File: src/rtl/jtag_master_spw.sv
// JTAG TAP master for the SpaceWire node test port: walks the target TAP through
// reset, IR/DR scans and idle clocks, with TCK divided down from clk.
module jtag_master_spw #(
   parameter int CLK_DIV = 2,
   parameter int MAX_LEN = 32
) (
   input  logic               clk,
   input  logic               reset,
   input  logic               cmd_valid,
   output logic               cmd_ready,
   input  logic [1:0]         cmd_op,
   input  logic [5:0]         cmd_len,
   input  logic [MAX_LEN-1:0] cmd_data,
   output logic               rsp_valid,
   output logic [MAX_LEN-1:0] rsp_data,
   output logic               TCK,
   output logic               TMS,
   output logic               TDI,
   input  logic               TDO
);

   localparam int SW = $clog2(MAX_LEN);
   localparam logic [7:0] DIV_LAST = 8'(CLK_DIV - 1);
   localparam logic [1:0] OP_RESET = 2'b00;
   localparam logic [1:0] OP_IR    = 2'b01;
   localparam logic [1:0] OP_DR    = 2'b10;
   localparam logic [1:0] OP_IDLE  = 2'b11;

   typedef enum logic [2:0] {INIT_RST, IDLE, PRE, SHIFT, POST, DONE} state_t;

   state_t             state, state_nxt, adv_state;
   logic [SW-1:0]      step, step_nxt, adv_step;
   logic [SW-1:0]      last_r, last_nxt;
   logic [7:0]         div_cnt, div_nxt;
   logic [1:0]         op_r, op_nxt;
   logic [MAX_LEN-1:0] data_r, data_nxt, cap_r, cap_nxt, rsp_nxt;
   logic               tck_nxt, tms_nxt, tdi_nxt;
   logic               accept, div_end;

   // Index of the final shift cycle after the 0 -> 1 and >MAX_LEN length rules.
   function automatic logic [SW-1:0] last_idx(input logic [5:0] l);
      if (l == 6'd0)              return '0;
      else if (int'(l) > MAX_LEN) return SW'(MAX_LEN - 1);
      else                        return SW'(int'(l) - 1);
   endfunction

   function automatic logic [SW-1:0] pre_last(input logic [1:0] op);
      case (op)
         OP_RESET: return SW'(5);
         OP_IR:    return SW'(3);
         OP_DR:    return SW'(2);
         default:  return '0;
      endcase
   endfunction

   // TMS driven during a given TCK cycle of the walk.
   function automatic logic walk_tms(input state_t st, input logic [SW-1:0] stp,
                                     input logic [1:0] op, input logic [SW-1:0] last);
      case (st)
         INIT_RST: return stp < SW'(5);
         PRE: begin
            case (op)
               OP_RESET: return stp < SW'(5);
               OP_IR:    return stp < SW'(2);
               OP_DR:    return stp == '0;
               default:  return 1'b0;
            endcase
         end
         SHIFT:   return (op != OP_IDLE) && (stp == last);
         POST:    return stp == '0;
         default: return 1'b0;
      endcase
   endfunction

   assign cmd_ready = (state == IDLE) || (state == DONE);
   assign rsp_valid = (state == DONE);
   assign accept    = cmd_valid && cmd_ready;
   assign div_end   = (div_cnt == DIV_LAST);

   // Where the walk goes once the current TCK cycle ends.
   always_comb begin
      adv_state = state;
      adv_step  = step + SW'(1);
      case (state)
         INIT_RST: if (step == SW'(5)) begin
            adv_state = IDLE;
            adv_step  = '0;
         end
         PRE: if (step == pre_last(op_r)) begin
            adv_state = (op_r == OP_RESET) ? DONE : SHIFT;
            adv_step  = '0;
         end
         SHIFT: if (step == last_r) begin
            adv_state = (op_r == OP_IDLE) ? DONE : POST;
            adv_step  = '0;
         end
         POST: if (step == SW'(1)) begin
            adv_state = DONE;
            adv_step  = '0;
         end
         default: ;
      endcase
   end

   // NOTE: every signal gets its default first so no path can infer a latch.
   always_comb begin
      state_nxt = state;
      step_nxt  = step;
      div_nxt   = div_cnt;
      tck_nxt   = TCK;
      tms_nxt   = TMS;
      tdi_nxt   = TDI;
      op_nxt    = op_r;
      last_nxt  = last_r;
      data_nxt  = data_r;
      cap_nxt   = cap_r;
      rsp_nxt   = rsp_data;
      if (accept) begin
         op_nxt    = cmd_op;
         last_nxt  = last_idx(cmd_len);
         data_nxt  = cmd_data;
         cap_nxt   = '0;
         state_nxt = (cmd_op == OP_IDLE) ? SHIFT : PRE;
         step_nxt  = '0;
         div_nxt   = '0;
         tck_nxt   = 1'b0;
         tms_nxt   = walk_tms((cmd_op == OP_IDLE) ? SHIFT : PRE, '0, cmd_op, last_idx(cmd_len));
         tdi_nxt   = 1'b0;
      end else if (state inside {INIT_RST, PRE, SHIFT, POST}) begin
         div_nxt = div_end ? 8'd0 : div_cnt + 8'd1;
         if (div_end && !TCK) begin
            tck_nxt = 1'b1;
            if (state == SHIFT && (op_r == OP_IR || op_r == OP_DR))
               cap_nxt[step] = TDO;
         end else if (div_end) begin
            tck_nxt   = 1'b0;
            state_nxt = adv_state;
            step_nxt  = adv_step;
            tms_nxt   = walk_tms(adv_state, adv_step, op_r, last_r);
            tdi_nxt   = (adv_state == SHIFT && op_r != OP_IDLE) ? data_r[adv_step] : 1'b0;
            if (adv_state == DONE)
               rsp_nxt = cap_r;
         end
      end else if (state == DONE) begin
         state_nxt = IDLE;
      end
   end

   // NOTE: state is updated with non-blocking assignments so every register sees pre-edge values.
   always_ff @(posedge clk) begin
      if (reset) begin
         state    <= INIT_RST;
         step     <= '0;
         div_cnt  <= '0;
         TCK      <= 1'b0;
         TMS      <= 1'b1;
         TDI      <= 1'b0;
         op_r     <= OP_RESET;
         last_r   <= '0;
         data_r   <= '0;
         cap_r    <= '0;
         rsp_data <= '0;
      end else begin
         state    <= state_nxt;
         step     <= step_nxt;
         div_cnt  <= div_nxt;
         TCK      <= tck_nxt;
         TMS      <= tms_nxt;
         TDI      <= tdi_nxt;
         op_r     <= op_nxt;
         last_r   <= last_nxt;
         data_r   <= data_nxt;
         cap_r    <= cap_nxt;
         rsp_data <= rsp_nxt;
      end
   end

endmodule

File: config.mk
export PLATFORM = sky130hd
export DESIGN_NAME = jtag_master_spw
export DESIGN_NICKNAME = d
export VERILOG_FILES = /design/src/rtl/jtag_master_spw.sv
export SDC_FILE = /design/constraint.sdc
export NUM_CORES = 1
export LEC_CHECK = 0
export CAP_MARGIN = 10
export CORE_UTILIZATION = 50
export CTS_BUF_LIST = sky130_fd_sc_hd__clkbuf_4 sky130_fd_sc_hd__clkbuf_8 sky130_fd_sc_hd__clkbuf_16
export CTS_CLUSTER_DIAMETER = 30
export CTS_CLUSTER_SIZE = 30
export DETAILED_ROUTE_END_ITERATION = 7
export PLACE_DENSITY = 0.76
export SETUP_SLACK_MARGIN = 0.02
export SLEW_MARGIN = 20
export SYNTH_ARGS = -nofsm -noshare
export SYNTH_HDL_FRONTEND = slang
export SYNTH_SLANG_ARGS = --single-unit
File: constraint.sdc
create_clock -name clk -period 3.6 [get_ports clk]
set_clock_uncertainty 0.05 [all_clocks]
set_input_delay 0.72 -clock clk [delete_from_list [all_inputs] [get_ports clk]]
set_output_delay 0.72 -clock clk [all_outputs]
set_load 0.03 [all_outputs]
### Metal 3, run 1

Scale bar: 20 um.
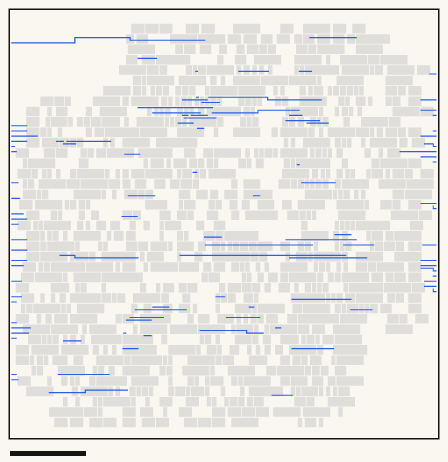
The layer carries 679 um of wire. The longest straight run is 43.5 um. 78 nets have wire on it.

### Selected gate families, run 1

Scale bar: 20 um.
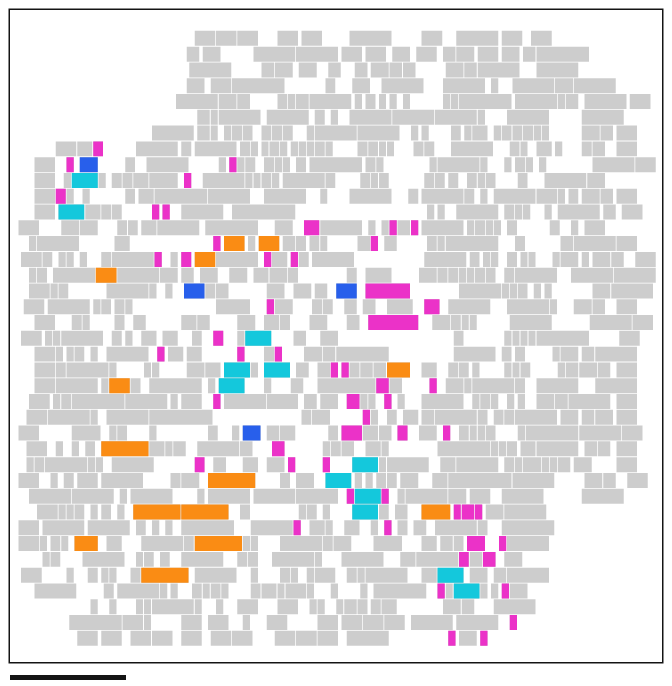
Key: AND-OR and OR-AND gates = blue [cells 4]; multiplexers = orange [cells 14]; adder and majority cells = cyan [cells 12]; NOR gates = magenta [cells 55]

### A small window of the routed layout, run 1

Scale bar: 10 um. Window x 64 to 104, y 8 to 48 um. Cells in grey, sequential cells in the stronger grey; small squares are vias.
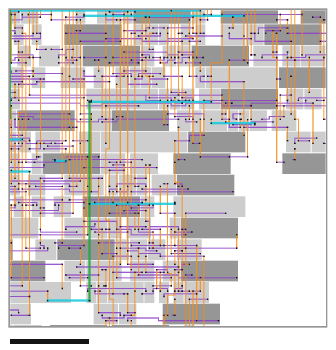
Key: metal 4 = green; metal 1 = purple; metal 2 = orange; metal 3 = cyan
Sequential cells in the window: 21. 120 logic cells have their middle in the window. Netlist names of flops here include div_cnt (6), cap_r (5), rsp_data (5). Most frequent: dfxtp_1 (21), nand2_1 (18), nor2_1 (10).

### Routing congestion, run 1

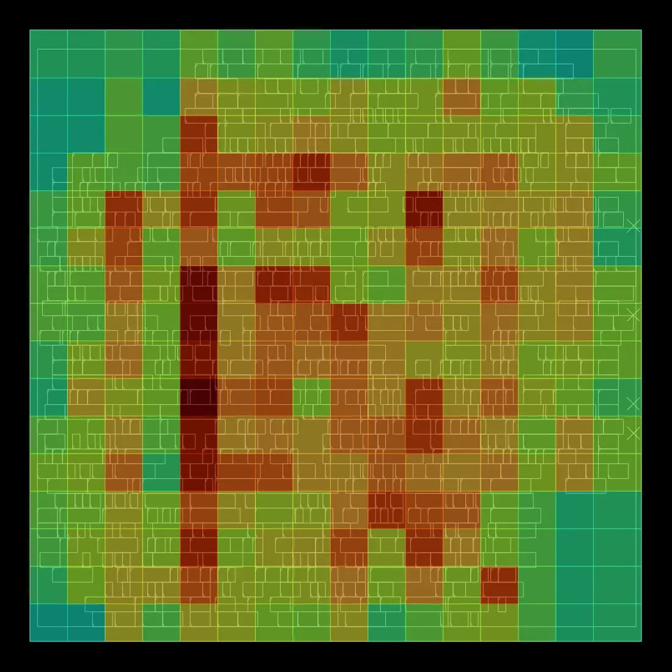
total track usage: 24.0%
GRT met1 Usage: 29.2%
met3 track demand over resource: 5.83%
per-cell routed wire length: 14.6 um
Most Crowded Layer GR: met2

==> COMMIT_EDITMSG, run 1 <==
Add synthesis and place-and-route results

- The flow ran to the end, but the final reports show violations.
* Violated checks: design-rule violations
* Inverters: 13
- The report counts max-capacitance violations totalling 0.
- Synthesis inferred between 100 and 150 register bits.
- Share of the final layout cell area in multi-input gates: 44.1%
* Total length of routed met2 wires: around 6700 um
* Clock tree from TritonCTS: built
* Met2 routing resource usage after global routing: between 40 and 50%
* Longest individual stage delay on the worst path: approximately 0.66 ns
* Flip-flops with a built-in enable: 0
- CP max stage cell: clkdlybuf4s50_1
- Net count after synthesis: 813
- Final setup fails: 0
- In the hold report, the worst path ends at rsp_data[16]$_SDFFE_PP0P_.
- Yosys warning count: 0
- Latest clock arrival within the worst-skew pair: 0.43 ns
- Initial Utilization: ~52%
* Sequential group share of total power: ~41%
- For this run, design rule violations remaining after detail routing come to 4.
- Per the gpl log, the routability congestion estimate is between 0.8 and 0.9.
- The core region is 11700 um2.
- Number of I/O pins: between 80 and 90
- Area occupied by registers: 2440 um2
* # Post-CTS Setup Buffers: 0
- Clk buf depth: 2
* Share of layout cells above drive strength 1: ~14%
* Launch instance of the worst register-to-register path: state[1]$_SDFFE_PP0P_
- CTS Sinks: approximately 120
* First-pass DRT Iterations: 7
* Antenna fix cells: 0
- Largest net degree at the start of global routing: 41
- Number of logic gates: about 570
- Element type at the critical path start: flip-flop
* Hold depth: 2
- Headroom to the max-slew limit: between 20% and 30%
- Global-route wire length before repair: approximately 24000 um
- Lkg Pwr: around 0.0025 uW
- On the worst setup and hold paths after CTS, the clock-pin slew comes to about 0.050 ns.
- Internal cell power: around 2700 uW
- Post-synth design cell area: 6090 um2
- Root Buffer Master: clkbuf_16
- In the post-route report, total wirelength is listed as about 14000 um.
- The area recorded from the Yosys report for this design is 6090 um2.
- Asr flop ratio synth: 0%
- Most used DFF post-synth: dfxtp_1
- After synthesis, the mean cell area works out to ~8 um2.
- The net count of the finished layout is 866.
- Max FO, Critical Path: 9
- Port Buffer Count: roughly 80
- Unique cell type count in the Yosys netlist: ~63
- Crit path buf inv count: 2
* Crit path DAT: ~2.2 ns
- R2R Path End: cap_r[24]$_SDFFE_PP0P_
- Once layout is complete, the cells apart from fillers number slightly below 1000.
- Per the log, the first TritonRoute iteration ended with a DRC count of ~300.
- Die boundary width: 112 um
* Cell accounting for the most synthesized area: dfxtp_1
- Fraction of power spent switching nets: a little under a quarter
- Kind of end point of the critical path: primary output
- Sequential cells were found to cover between 40% and 50% of the synthesized design area.
- DIE AREA: about 13000 um2
- Vertical die dimension: around 110 um
- OpenROAD warnings: 34
- According to the timing report, the data required time at the worst endpoint equals around 2.8 ns.
- Total negative setup slack: 0 ns
- Final cycle utilization of the critical path: about 80%
* Number of flip-flops and latches: 122
- Row generation in the floorplan step produced 39 rows.
- Vias in the first global route: 5117
* Clock-cell share of area: under 10%
- WL met3: roughly 680 um
* Fraction of area in registers: about 33%
- Type of the most critical hold path: reg2reg
- Summed over all combinational cells, the power is around 320 uW.
- Depth of the worst register-to-register path: 6
- The layout has 23 clock buffers.
- The plain and repair buffers instantiated in the layout total approximately 91.
* Largest Pwr Group: clock
* Power attributed to the clock group: ~1700 uW
* Number of cells after detailed placement: approximately 930
- The worst setup path is of the reg2out kind.
* Number of clock buffers inserted by TritonCTS: 17
* RSZ-0062 raised after global routing: false
- By area, the class that comes first in the final layout consists of logic gates.
- Between the synthesized netlist and the finished layout, the area growth was recorded as 22.2%.
- In the routed layout, each cell is associated on average with a via count of about 5.5.
- Critical path, cell by cell: inv_1, nor2_1, and2_1, clkdlybuf4s50_1
- Switching power total: approximately 800 uW
- The worst register-to-register path has a setup slack of approximately 0.8 ns.
- Sequential power for this build is approximately 1400 uW.
- Post-DP HPWL: about 10000 um
* Hold Buf Count CTS: 0
* Non-Clock Buffer Area Fraction: 11.8%
- The detailed router put a total of about 6400 um of wire on met1.
- Power spread over the standard cell area amounts to around 470 nW/um2.
[run 1: how the worst max path moves through the flow]
stage,from,end,slack [ns],depth (start not counted)
3_5_place_dp,state[1]$_SDFFE_PP0P_,cap_r[24]$_SDFFE_PP0P_,0.81,6
4_1_cts,state[0]$_SDFFE_PP0P_,rsp_valid,0.63,4
2_1_floorplan,step[0]$_SDFFE_PP0P_,TDI$_SDFFE_PP0P_,0.30,10
6_report,state[0]$_SDFFE_PP0P_,rsp_valid,0.64,4
3_3_place_gp,step[1]$_SDFFE_PP0P_,TDI$_SDFFE_PP0P_,0.89,7
5_1_grt,state[0]$_SDFFE_PP0P_,rsp_valid,0.56,4
[run 1: per-stage QoR]
step	power (uW)	area, um2	setup slack [ns]	utilization [%]	hold WS [ns]
floorplan	1630	6090	0.302	-	0.382
global placement	1740	6830	0.888	58.6	0.389
detailed placement	1750	6830	0.810	58.6	0.393
CTS	3490	7440	0.630	63.8	0.400
global route	3580	7440	0.559	63.8	0.411
finish	3460	7440	0.641	63.8	0.397
[run 1: registers in the layout, summed over array words and instances (netlist names)]
register,cells
last_r,5
rsp_data,32
step,5
div_cnt,8
TCK,1
state,3
TDI,1
data_r,32
cap_r,32
TMS,1
op_r,2
[run 1: kinds of logic (layout without fill, tap and decap cells)]
| family | count (synthesis) | in the layout | share of synthesized area (%) |
|---|---|---|---|
| adders and majority gates | 12 | 12 | 2.47 |
| xor gates and xnor gates | 23 | 23 | 3.43 |
| AOI/OAI and AO/OA | 159 | 159 | 16.8 |
| DFF | 122 | 122 | 40.1 |
| and+or+nand+nor | 357 | 357 | 27.7 |
| muxes | 14 | 14 | 3.64 |
| buffers and inverters | 70 | 135 | 5.90 |
### Met1 routing, run 1

Scale bar: 20 um. Supply wires on this layer in grey.
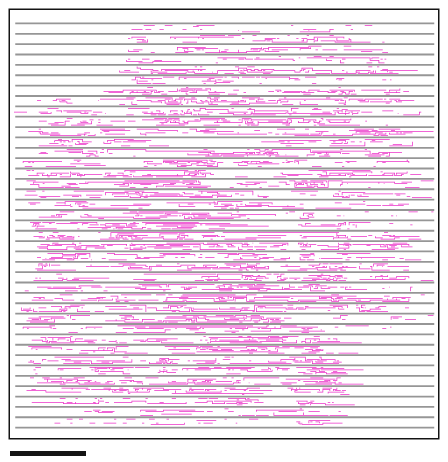

--- run 2 (diff from run 1) ---
--- a/config.mk
+++ b/config.mk
@@ -6,12 +6,12 @@
 export NUM_CORES = 1
 export LEC_CHECK = 0
 export CAP_MARGIN = 10
-export CORE_UTILIZATION = 50
+export CORE_UTILIZATION = 55
 export CTS_BUF_LIST = sky130_fd_sc_hd__clkbuf_4 sky130_fd_sc_hd__clkbuf_8 sky130_fd_sc_hd__clkbuf_16
 export CTS_CLUSTER_DIAMETER = 30
 export CTS_CLUSTER_SIZE = 30
 export DETAILED_ROUTE_END_ITERATION = 7
-export PLACE_DENSITY = 0.76
+export PLACE_DENSITY = 0.8
 export SETUP_SLACK_MARGIN = 0.02
 export SLEW_MARGIN = 20
 export SYNTH_ARGS = -nofsm -noshare
==> constraint.sdc (replaced) <==
create_clock -name clk -period 3 [get_ports clk]
set_clock_uncertainty 0.05 [all_clocks]
set_input_delay 0.6 -clock clk [delete_from_list [all_inputs] [get_ports clk]]
set_output_delay 0.6 -clock clk [all_outputs]
set_load 0.03 [all_outputs]
### Met1 routing, run 2

Scale bar: 20 um. Supply wires on this layer in grey.
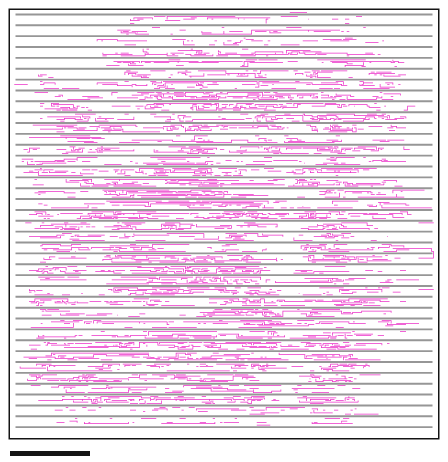
The longest straight run is 24.4 um. The layer carries 6390 um of wire. The layer holds 45% of the routed length. The wires run mostly horizontal.

### Routing congestion, run 2

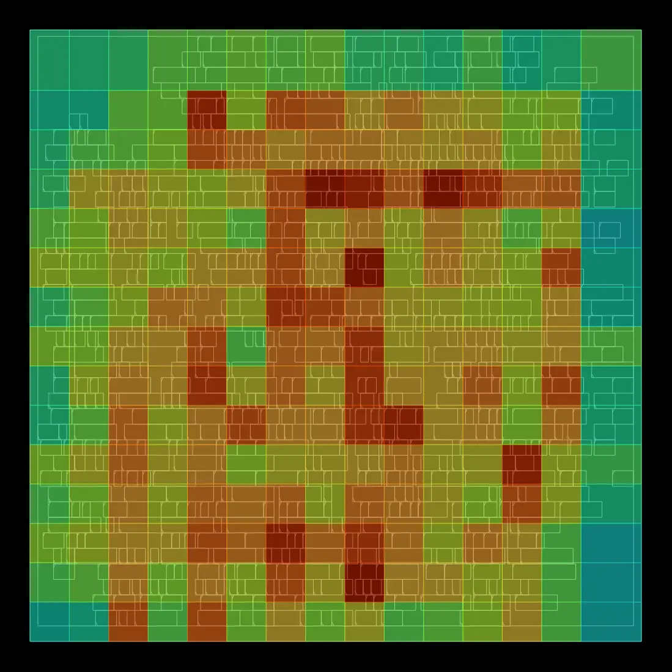
per-cell routed wire length: 14.7 um
Final Core Density: 70.1%
met2 routing resource usage after global routing: 44.1%

==> COMMIT_EDITMSG, run 2 <==
Add synthesis and place-and-route results

- The flow ran to the end, and the final reports show no timing, DRC or antenna violations.
- The global placer's final weighted congestion was 0.913 (+5.0%).
- Type of the most critical hold path: in2reg
- Layout overhead on the synthesized area: 24.4%
* # DRC: 0 (-4)
* Fraction of power spent switching nets: 23.1% (+0.14 points)
* GRT met1 Usage: 33.0% (+3.8 points)
- The global routing usage on met3 is 6.75% (+0.92 points).
* Proportion of synthesized chip area in sequential cells: 40.1% (unchanged)
- The number of distinct standard cells referenced by the synthesized netlist is 63 (unchanged).
* Yosys warning count: 0 (unchanged)
- Reg2Reg Setup Slack: 0.17 ns (-0.61 ns)
- The post-synth tally of flip-flops with integrated enable was 0 (unchanged).
- Length of routed wiring on met1: 6390 um (about the same)
* Critical Path Source: op_r[0]$_SDFFE_PP0P_
- Total negative setup slack: 0 ns (unchanged)
- Floorplan core area: 10800 um2 (-7.5%)
- Vertical die dimension: 107 um (-4.6%)
- dfxtp_1 takes more of the synthesized area than any other cell.
* R2R Path End: rsp_data[4]$_SDFFE_PP0P_
- Port Buffer Count: 80 (unchanged)
- Biggest registers after layout: cap_r x32, data_r x32, rsp_data x32
- # rows: 38 (-2.6%)
- Looking at the power breakdown, combinational cells take a little under a tenth of the total.
* Sequential group share of total power: 39.3% (-1.4 points)
- The required time reported for the critical path endpoint was 3.32 ns (+0.49 ns).
- Broken down by cell family, the worst path's largest delay share belongs to simple AND/OR/NAND/NOR gates.
- The static leakage power came to 0.00256 uW (+3.3%).
- The fraction of layout instances using a drive strength above 1 is 15.7% (+1.2 points).
* Top cells by count: nand2_1, dfxtp_1, a21oi_1, nand3_1, nor2_1
- Critical path depth: 10 (+6)
- The final timing report derives a shortest allowable period of between 2 and 3 ns.
- Setup repair after global routing left no endpoint under its margin.
* Max FO, Critical Path: 32 (+23)
- Post-synthesis register bit count: 122 (unchanged)
- Internal cell power: 3300 uW (+24%)
* Asr flop ratio synth: 0% (unchanged)
- Area occupied by registers: 2440 um2 (about the same)
* Slew at the pin with the worst max-slew slack: 0.923 ns
* Crit path DAT: 3.15 ns (+0.96 ns)
- The highest supply drop recorded on VDD is around 0.00032 V.
* Headroom to the max-slew limit: 38.5% (+9.4 points)
- For the worst reg-to-reg path, the startpoint reported by OpenROAD is op_r[0]$_SDFFE_PP0P_.
- Post-synth design cell area: 6090 um2 (unchanged)
- The floorplan utilization came to 56.4% (+4.2 points).
* Initial antenna violation count: 0
* Longest individual stage delay on the worst path: 0.39 ns (-0.27 ns)
- Crit path buf inv count: 2 (unchanged)
- The number of buffers on the longest clock path is 2 (unchanged).
* Avg Inst Size Synth: 8.04 um2 (unchanged)
- The worst-skew pair later-pin latency is 0.54 ns (+0.11 ns).
- Number of nets in the layout: 876 (+1.2%)
* Type of the worst setup path: reg2reg
* Depth of the worst register-to-register path: 10 (+4)
* Hold Buf Count CTS: 0 (unchanged)
- Overall overflow remaining after global route: 0
- Number of clock buffers inserted by TritonCTS: 17 (unchanged)
- STA classifies the critical path startpoint as a flip-flop.
- The pin count of the biggest net entering global routing is 75 (+83%).
- Total length of routed met2 wires: 6910 um (+3.9%)
- The final count of negative-setup-slack endpoints was 0 (unchanged).
- CP max stage cell: or3_1
- Among all flip-flop cells after synthesis, the most frequent one is dfxtp_1.
- The final antenna diode count was 0 (unchanged).
- The worst setup path is captured at a flip-flop.
- The switching power summed over all nets was 990 uW (+25%).
- Vias in the first global route: 5172 (+1.1%)
- Clock tree from TritonCTS: built
- Global-route wire length before repair: 24200 um (+0.55%)
* Comb gate area: between 3000 and 4000 um2
- The detailed placement HPWL is 9700 um (-1.0%).
* Net count after synthesis: 813 (unchanged)
* Hold Crit Endpoint: TDI$_SDFFE_PP0P_
* Cell Pwr Density: 567 nW/um2 (+22%)
* CTS Sinks: 122 (unchanged)
* Yosys Chip Area: 6090 um2 (unchanged)
* WL met3: 613 um (-9.6%)
* Overall via count from detail_route: 5416
- Post-route antenna net violation count: 0
* Critical Path End: rsp_data[4]$_SDFFE_PP0P_
* Final cycle utilization of the critical path: a little over nine tenths
- The number of vias per cell is 5.57 (+0.55%).
- Fraction of post-synthesis cell area in the top cell type by area: between 40 and 50%
* Root Buffer Master: clkbuf_8
- DRT Wirelength: 14300 um (+1.7%)
* Critical path, cell by cell: inv_1, ha_1, xnor2_1, nand4_1, o21ai_1, a21oi_1, or3_1, buf_4, nand2_2, a21oi_2
- The number of maximum-capacitance violations is 0 (unchanged).
* OpenROAD warnings: 34 (unchanged)
- # Post-CTS Setup Buffers: 0 (unchanged)
* First-pass DRT Iterations: 6 (-1)
- Violation count after the first detailed-routing iteration: 375 (+24%)
- Die boundary width: 107 um (-4.6%)
- The top cell types in the final layout, fill and taps aside, are nand2_1, dfxtp_1, a21oi_1.
- The cell count of the worst hold path came to 4 (+2).
- The die area is 11500 um2 (-8.9%).
- The filler cells instantiated in the layout total 851.
- Total track usage: 26.7% (+2.6 points)
- Clock-pin slew on the worst setup and hold paths: 0.06 ns (about the same)
- The count of pins on the block boundary was 81 (unchanged).
- Global route summary, busiest routing layer listed as met2.
### Metal 3, run 2

Scale bar: 20 um.
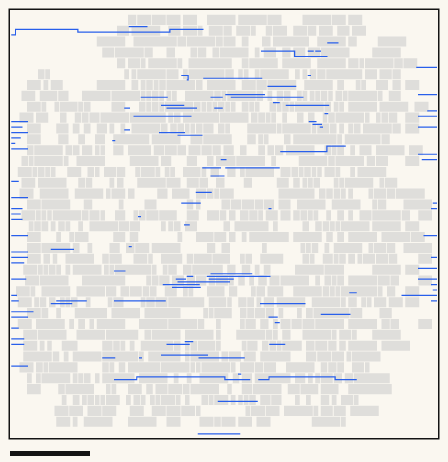
81 nets have wire on it. The layer holds 4.3% of the routed length. The longest straight run is 23.0 um. The layer carries 614 um of wire.

## run 2: cell types whose count changed in the layout (fill, tap and decap cells not counted)
cell / before / now
buf_12: 0 / 1
dfxtp_2: 0 / 1
clkbuf_8: 3 / 2
nor3_2: 1 / 0
clkinv_4: 0 / 3
dfxtp_1: 122 / 121
clkbuf_16: 17 / 16
bufinv_16: 3 / 5
buf_4: 11 / 20
clkinv_2: 4 / 2
nor3_4: 0 / 1
## run 2: cells by family after synthesis
logic type / after synthesis / share of synthesized area (%)
mux: 14 / 3.64
fa+ha+maj: 12 / 2.47
xor+xnor: 23 / 3.43
buf+inv: 70 / 5.90
flops: 122 / 40.1
compound gates: 159 / 16.8
simple gates: 357 / 27.7
## run 2: final cells by class
type                            instances  share of cell area, %
Multi-Input combinational cell        565                   43.5
Timing Repair Buffer                  101                   12.8
Inverter                               13                  0.645
Clock inverter                         11                   2.56
Sequential cell                       122                   32.3
Clock buffer                           21                   5.95
Tap cell                              140                   2.31
## run 2: power by group through the flow
stage / combinational [uW] / sequential, uW / clock, uW
after floorplan: 239 / 1720 / 0
after global placement: 377 / 1720 / 0
after CTS: 387 / 1690 / 2230
after detailed placement: 384 / 1720 / 0
final: 389 / 1690 / 2220
after global routing: 423 / 1690 / 2320
## run 2: metrics by stage
stage | setup slack [ns] | power, uW | area (um2) | cells | hold slack, ns
floorplan | 0.0327 | 1960 | 6090 | 757 | 0.382
global placement | 0.274 | 2100 | 6920 | 941 | 0.391
detailed placement | 0.191 | 2110 | 6920 | 941 | 0.395
CTS | 0.0835 | 4310 | 7570 | 973 | 0.396
global route | 0.0519 | 4430 | 7570 | 973 | 0.414
finish | 0.171 | 4290 | 7570 | 973 | 0.400
### A small window of the routed layout, run 2

Scale bar: 10 um. Window x 60 to 100, y 7 to 47 um. Cells in grey, sequential cells in the stronger grey; small squares are vias.
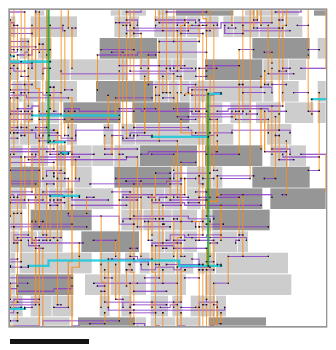

--- run 3 (diff from run 2) ---
--- a/config.mk
+++ b/config.mk
@@ -6,12 +6,13 @@
 export NUM_CORES = 1
 export LEC_CHECK = 0
 export CAP_MARGIN = 10
-export CORE_UTILIZATION = 55
+export CORE_UTILIZATION = 60
 export CTS_BUF_LIST = sky130_fd_sc_hd__clkbuf_4 sky130_fd_sc_hd__clkbuf_8 sky130_fd_sc_hd__clkbuf_16
 export CTS_CLUSTER_DIAMETER = 30
 export CTS_CLUSTER_SIZE = 30
 export DETAILED_ROUTE_END_ITERATION = 7
-export PLACE_DENSITY = 0.8
+export DONT_BUFFER_PORTS = 1
+export PLACE_DENSITY = 0.76
 export SETUP_SLACK_MARGIN = 0.02
 export SLEW_MARGIN = 20
 export SYNTH_ARGS = -nofsm -noshare
### A small window of the routed layout, run 3

Scale bar: 10 um. Window x 57 to 97, y 6 to 46 um. Cells in grey, sequential cells in the stronger grey; small squares are vias.
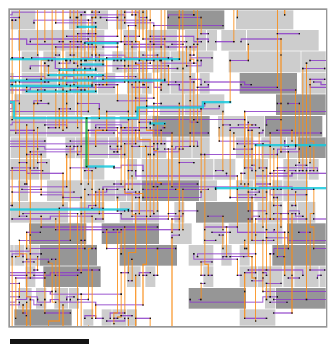
Key: metal 3 = cyan; metal 2 = orange; metal 1 = purple; metal 4 = green
Most frequent: dfxtp_1 (17), nand2_1 (16), nor2_1 (15). Netlist names of flops here include div_cnt (7), data_r (5), state (3). 134 logic cells have their middle in the window. Sequential cells in the window: 17.

### Met1 routing, run 3

Scale bar: 20 um. Supply wires on this layer in grey.
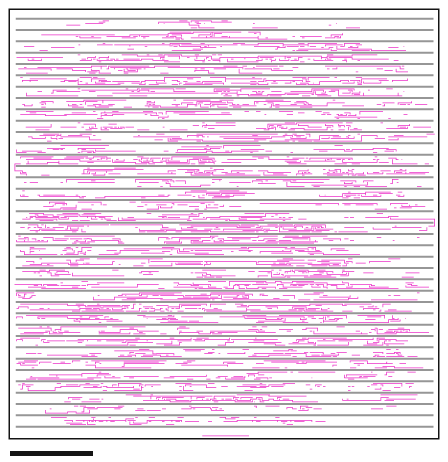
The longest straight run is 27.1 um. The layer carries 6230 um of wire. 739 nets have wire on it. The layer holds 46% of the routed length. The wires run mostly horizontal.

==> COMMIT_EDITMSG, run 3 <==
Add synthesis and place-and-route results

* Vias in the first global route: 4726 (-8.6%)
- Overall overflow remaining after global route: 0 (unchanged)
- The number of distinct standard cells referenced by the synthesized netlist came to 63 (unchanged).
- The area of the mapped netlist is 6090 um2 (unchanged).
* Hold Buf Count CTS: 0 (unchanged)
* Initial Utilization: 62.0% (+5.6 points)
- The portion of the post-synthesis area used by sequential elements came to 40.1% (unchanged).
- Most used DFF post-synth: dfxtp_1
* Clock-cell share of area: 8.78% (+0.27 points)
- The required time reported for the critical path endpoint was 3.36 ns (+0.04 ns).
- The met3 wire length came to 715 um (+17%).
* Vertical die dimension: 103 um (-4.2%)
- The detailed placement HPWL came to 9260 um (-4.5%).
- Asr flop ratio synth: 0% (unchanged)
* Kind of end point of the critical path: flip-flop
- Yosys warning count: 0 (unchanged)
- Reg2Reg Setup Slack: 0.20 ns (+0.03 ns)
- The post-synth tally of flip-flops with integrated enable is 0 (unchanged).
* Share of layout cells above drive strength 1: 16.5% (+0.76 points)
- Minimum clock period: 2.80 ns (-0.0257 ns)
- The number of nets with antenna violations after routing was 0 (unchanged).
* Type of the most critical hold path: in2reg
- Sorting the Yosys area breakdown by cell type puts at the top dfxtp_1.
- The tree is rooted in a clkbuf_8.
- Fraction of area in registers: 36.7% (+4.4 points)
- First-pass DRT Iterations: 6 (unchanged)
- Yosys Chip Area: 6090 um2 (unchanged)
- The global placer's final weighted congestion is 0.982 (+7.6%).
- Antenna fix cells: 0 (unchanged)
- The routed wire length per instance is 15.5 um (+5.5%).
* DIE AREA: 10500 um2 (-8.2%)
- The residual DRC count was 0 (unchanged).
- Die boundary width: 103 um (-4.2%)
- Initial antenna violation count: 0 (unchanged)
* And+or+nand+nor area frac: 27.7% (unchanged)
- After global routing, the most crowded layer is met2.
* Hold depth: 1 (-3)
* Met2 routing resource usage after global routing: 46.4% (+2.3 points)
* Final cycle utilization of the critical path: 93.4% (-0.86 points)
- The met2 wire length came to 6530 um (-5.5%).
- The run finished with clean final reports.
- Multiplexer share of the synthesized area: 3.64% (unchanged)
- Met3 track demand over resource: 6.44% (-0.31 points)
- Layout overhead on the synthesized area: 9.29%
* Clk buf depth: 2 (unchanged)
- Net count after synthesis: 813 (unchanged)
* Worst slack after detailed placement: 0.196 ns (+0.00516 ns)
- The area share of the leading cell type in the synthesized netlist is 40.1% (unchanged).
* Adders+Majority by Area: 2.47% (unchanged)
* Number of filler cells placed in the layout: 862 (+1.3%)
- Final setup margin: 0.197 ns (+0.0257 ns)
- Number of logic gates: 565 (unchanged)
- The combined flip-flop and latch cell area is 2440 um2 (about the same).
- Post-synthesis register bit count: 122 (unchanged)
* Post-placement cell area: 6070 um2 (-12%)
- Clock-pin slew on the worst setup and hold paths: 0.06 ns (about the same)
* Max FO, Critical Path: 9 (-72%)
- Biggest registers after layout: cap_r x32, data_r x32, rsp_data x32
- Headroom to the max-slew limit: 39.2% (+0.68 points)
- Slew at the pin with the worst max-slew slack: 0.910 ns (-0.0121 ns)
* Crit path DAT: 3.16 ns (about the same)
- The worst setup path is launched from a flip-flop.
- The highest ir drop seen on vdd came to 0.000435 V (+37%).
* Avg Inst Size Synth: 8.04 um2 (unchanged)
- The number of maximum-capacitance violations is 0 (unchanged).
- The multi-input logic portion of the cell area is 49.5% (+6.0 points).
- The pin count of the biggest net entering global routing came to 78 (+4.0%).
* OpenROAD warnings: 34 (unchanged)
* R2R Path End: TDI$_SDFFE_PP0P_
* CTS Sinks: 122 (unchanged)
- Violation count after the first detailed-routing iteration: 301 (-20%)
* Number of I/O pins: 81 (unchanged)
- The number of clock buffer instances in the layout was 18 (-14%).
- Floorplan core area: 9820 um2 (-9.0%)
### Metal 3, run 3

Scale bar: 20 um.
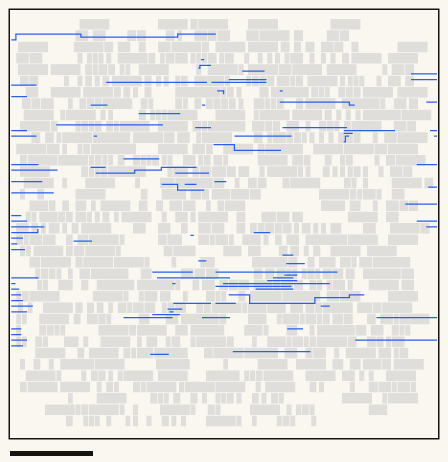
The wires run mostly horizontal. The layer holds 5.3% of the routed length. The layer carries 716 um of wire.

==> run 3: critical path, cell delays in order (launching register included) <==
cell and delay (ns):
dfxtp_1 0.47, inv_1 0.10, ha_1 0.55, mux4_2 0.55
mux4_2 0.47, or3_1 0.33, o2111ai_1 0.10, nand2_1 0.07
==> run 3: worst max path at each step <==
stage                         start                to  slack (ns)  cells after the start
2_1_floorplan  step[0]$_SDFFE_PP0P_  TDI$_SDFFE_PP0P_        0.03                     10
3_3_place_gp   step[1]$_SDFFE_PP0P_  TDI$_SDFFE_PP0P_        0.29                      7
3_5_place_dp   step[1]$_SDFFE_PP0P_  TDI$_SDFFE_PP0P_        0.20                      7
4_1_cts        step[1]$_SDFFE_PP0P_  TDI$_SDFFE_PP0P_        0.18                      7
5_1_grt        step[1]$_SDFFE_PP0P_  TDI$_SDFFE_PP0P_        0.04                      7
6_report       step[1]$_SDFFE_PP0P_  TDI$_SDFFE_PP0P_        0.20                      7
==> run 3: stage by stage <==
step	total power [uW]	cells	util (%)
global route	4100	879	67.7
floorplan	1960	757	-
finish	3960	879	67.7
CTS	3980	879	67.7
global placement	2000	847	61.8
detailed placement	2010	847	61.8
==> run 3: where the power goes <==
| group | leakage (uW) | switching (uW) | internal (uW) |
|---|---|---|---|
| combinational | 0.000938 | 164 | 109 |
| clock | 0.000286 | 778 | 1210 |
| sequential | 0.000983 | 49.5 | 1650 |
| total | 0.00221 | 992 | 2970 |
==> run 3: logic make-up (layout without fill, tap and decap cells) <==
family	Yosys count	after routing
adders and majority gates	12	12
xor gates and xnor gates	23	23
and+or+nand+nor	357	357
DFF	122	122
muxes	14	14
AOI/OAI and AO/OA	159	159
buffers and inverters	70	59
Power is estimated from default activity; no workload was simulated.
